==> config.mk <==
export PLATFORM = sky130hd
export DESIGN_NAME = regfile_sb
export DESIGN_NICKNAME = d
export VERILOG_FILES = /design/src/rtl/riscv_pkg.sv /design/src/rtl/sb_cnt.sv /design/src/rtl/regfile_sb.sv
export SDC_FILE = /design/constraint.sdc
export NUM_CORES = 2
export LEC_CHECK = 0
export ABC_AREA = 1
export CAP_MARGIN = 15
export CORE_ASPECT_RATIO = 0.5
export CORE_MARGIN = 2
export CORE_UTILIZATION = 43
export DETAILED_ROUTE_END_ITERATION = 12
export SYNTH_ARGS = -nofsm -noshare
export SYNTH_HDL_FRONTEND = slang
export SYNTH_SLANG_ARGS = --single-unit
export TNS_END_PERCENT = 1
==> constraint.sdc <==
create_clock -name clk -period 7.85 [get_ports clk]
set_input_delay 1.1775 -clock clk [delete_from_list [all_inputs] [get_ports clk]]
set_output_delay 1.1775 -clock clk [all_outputs]
set_load 0.005 [all_outputs]
Figure 1. Supply network.
Scale: 1 px per um. Pins as bars on the die edge.
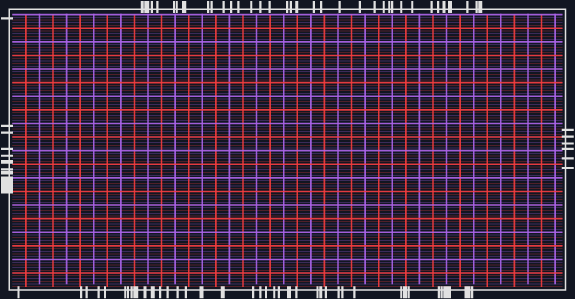
Key: red = VSS; purple = VDD
130 signal pins sit on the boundary. The core has 100 rows.
die height: 279 um
Die X: 555 um
Core Footprint: 150000 um2
Max IR drop VDD: 174 uV

Figure 2. The metal 2 layer.
Scale: 1 px per um.
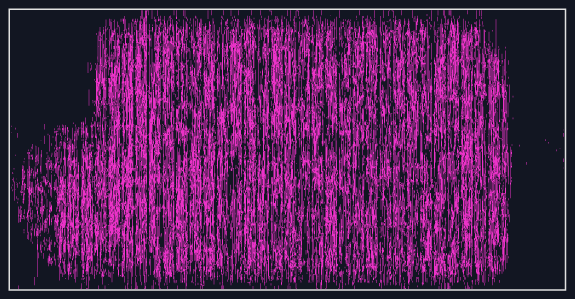
The layer holds 41% of the routed length. The wires run mostly vertical. The longest straight run is 96.6 um. The layer carries 106 mm of wire.
via count: 62900
GR Layer Usage met2: 47.6%

Figure 3. Register map, names as in the netlist.
Scale: 1 px per um. Other sequential cells in the stronger grey, the rest of the logic in the fainter grey.
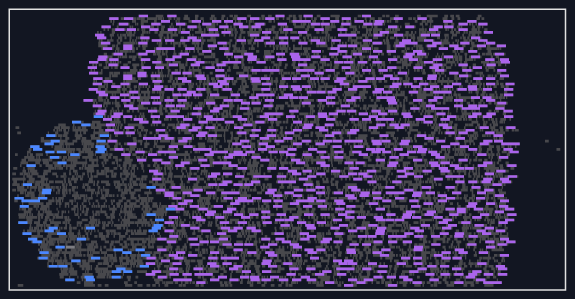
Key: purple = `data_q` [placed flops 1024]; blue = `g_cnt.u_cnt.cnt_o` [placed flops 62]
Another 1 sequential cells are not coloured.
fraction of area in registers: 38.6%
Seq. pwr: 7.73 mW
final core occ: 47.1%
register area: 27200 um2

Figure 4. Placement density heat map.
Scale: 1 px per um. The die is cut into 28 by 14 equal tiles; black is low, pale yellow is high, 0 to 100% covered.
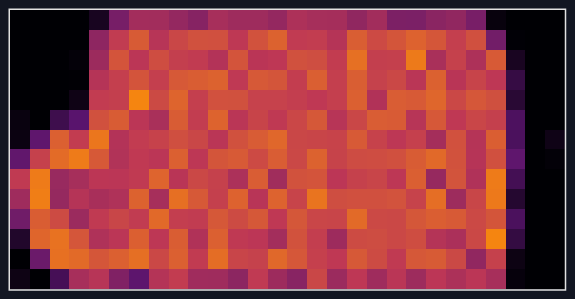
The fullest tile reaches 73%. 13% of the tiles are nearly empty. The mean over all tiles is 44%. The emptiest ninth of the die: north-west.
Core Util at FP: 43.6%

==> impl_metrics.tcl <==
# collected from the flow reports
set metrics [dict create \
    cp.required_ns 6.67 \
    status "complete, no violations" \
    dp.cells 10100 \
    worstHoldPathCells 0 \
    start_kind "input port" \
    dp_hpwl_um 135000 \
    post_cts.repair.setup_buffers 0 \
    chip_area_um2 155000 \
    drv_cap 0 \
    synthTopCellsByCount "nand2_1, o21ai_0, dfrtp_1, inv_1, nand3_1" \
    ioPinCount 130 \
    area_growth_pct 8.01 \
    critPathSlowestCell "buf_4" \
    synth_area_per_cell_um2 7.53 \
    skew_ns 0.0252 \
    clock_path_buffers 3 \
    min_period_ns 6.27 \
    design_area_um2 70400 \
    endpoint_kind "output port" \
    crit_buf_inv 4 \
    fin_setup_tns_ns 0 \
    cp_common_cell "buf_4" \
    slew_headroom_pct 16.8 \
    synthCells 8664 \
]
[per-stage QoR]
step / power [mW] / util [%]
after global routing: 18.3 / 47.1
after floorplan: 10.3 / -
after global placement: 11.7 / 44.6
after detailed placement: 11.8 / 44.6
final: 17.3 / 47.1
after CTS: 17.3 / 47.1
[logic make-up (layout without fill, tap and decap cells)]
logic type      count (synthesis)  in the layout  share of synthesized area (%)
simple gates                 2821           2821                           18.2
xor+xnor                        4              4                         0.0537
flops                        1087           1087                           41.7
other cells                     0              2                              0
fa+ha+maj                     217            217                           4.88
buf+inv                      1700           1344                           10.9
compound gates               2835           2835                           24.3
[routing by layer]
layer	global-route usage, %	wire length [um]	vias to the layer above
met3	7.17	31100	597
met2	47.6	106000	3916
met5	0	8	-
li1	-	-	28400
met1	46.7	109000	30000
met4	12.1	10000	2
[power by group through the flow]
stage / combinational (mW) / sequential [mW] / clock, mW
2_1_floorplan: 2.86 / 7.49 / 0
3_3_place_gp: 3.92 / 7.77 / 0
3_5_place_dp: 3.98 / 7.78 / 0
4_1_cts: 4.01 / 7.69 / 5.56
5_1_grt: 4.64 / 7.86 / 5.79
6_report: 4.06 / 7.73 / 5.51
[cells in the final DEF, fill, tap and decap left out, types with 5 or more instances in the layout]
| cell type | netlist | layout |
|---|---|---|
| clkinv_2 | 0 | 32 |
| nand3_1 | 743 | 742 |
| ha_1 | 155 | 155 |
| inv_1 | 853 | 848 |
| clkdlybuf4s50_1 | 0 | 119 |
| o22ai_1 | 67 | 67 |
| nor2_1 | 333 | 316 |
| nor2_4 | 3 | 20 |
| o221ai_1 | 16 | 16 |
| clkbuf_1 | 453 | 24 |
| clkbuf_8 | 0 | 30 |
| fa_1 | 62 | 62 |
| o211ai_1 | 92 | 92 |
| a21oi_1 | 576 | 576 |
| inv_2 | 26 | 11 |
| nand2_1 | 1614 | 1614 |
| o21ai_0 | 1538 | 1538 |
| o21ai_1 | 130 | 130 |
| nand4_1 | 5 | 5 |
| nor3_1 | 15 | 15 |
| dfrtp_1 | 1087 | 1087 |
| buf_12 | 0 | 22 |
| bufinv_16 | 0 | 6 |
| nor2_2 | 37 | 37 |
| clkbuf_16 | 0 | 111 |
| a31oi_1 | 118 | 117 |
| o2111ai_1 | 295 | 295 |
| or2_2 | 58 | 58 |
| buf_4 | 43 | 117 |
[final cells by class]
type                            instances  area (um2)
Fill cell                           14900       79200
Multi-Input combinational cell       5877       31100
Sequential cell                      1087       27200
Inverter                              884        3400
Clock buffer                          164        3270
Timing Repair Buffer                  263        2580
Tap cell                             1989        2490
Clock inverter                         33         397
Antenna cell                            2        5.00
No activity file was given, so power comes from the tool's default toggle rates.
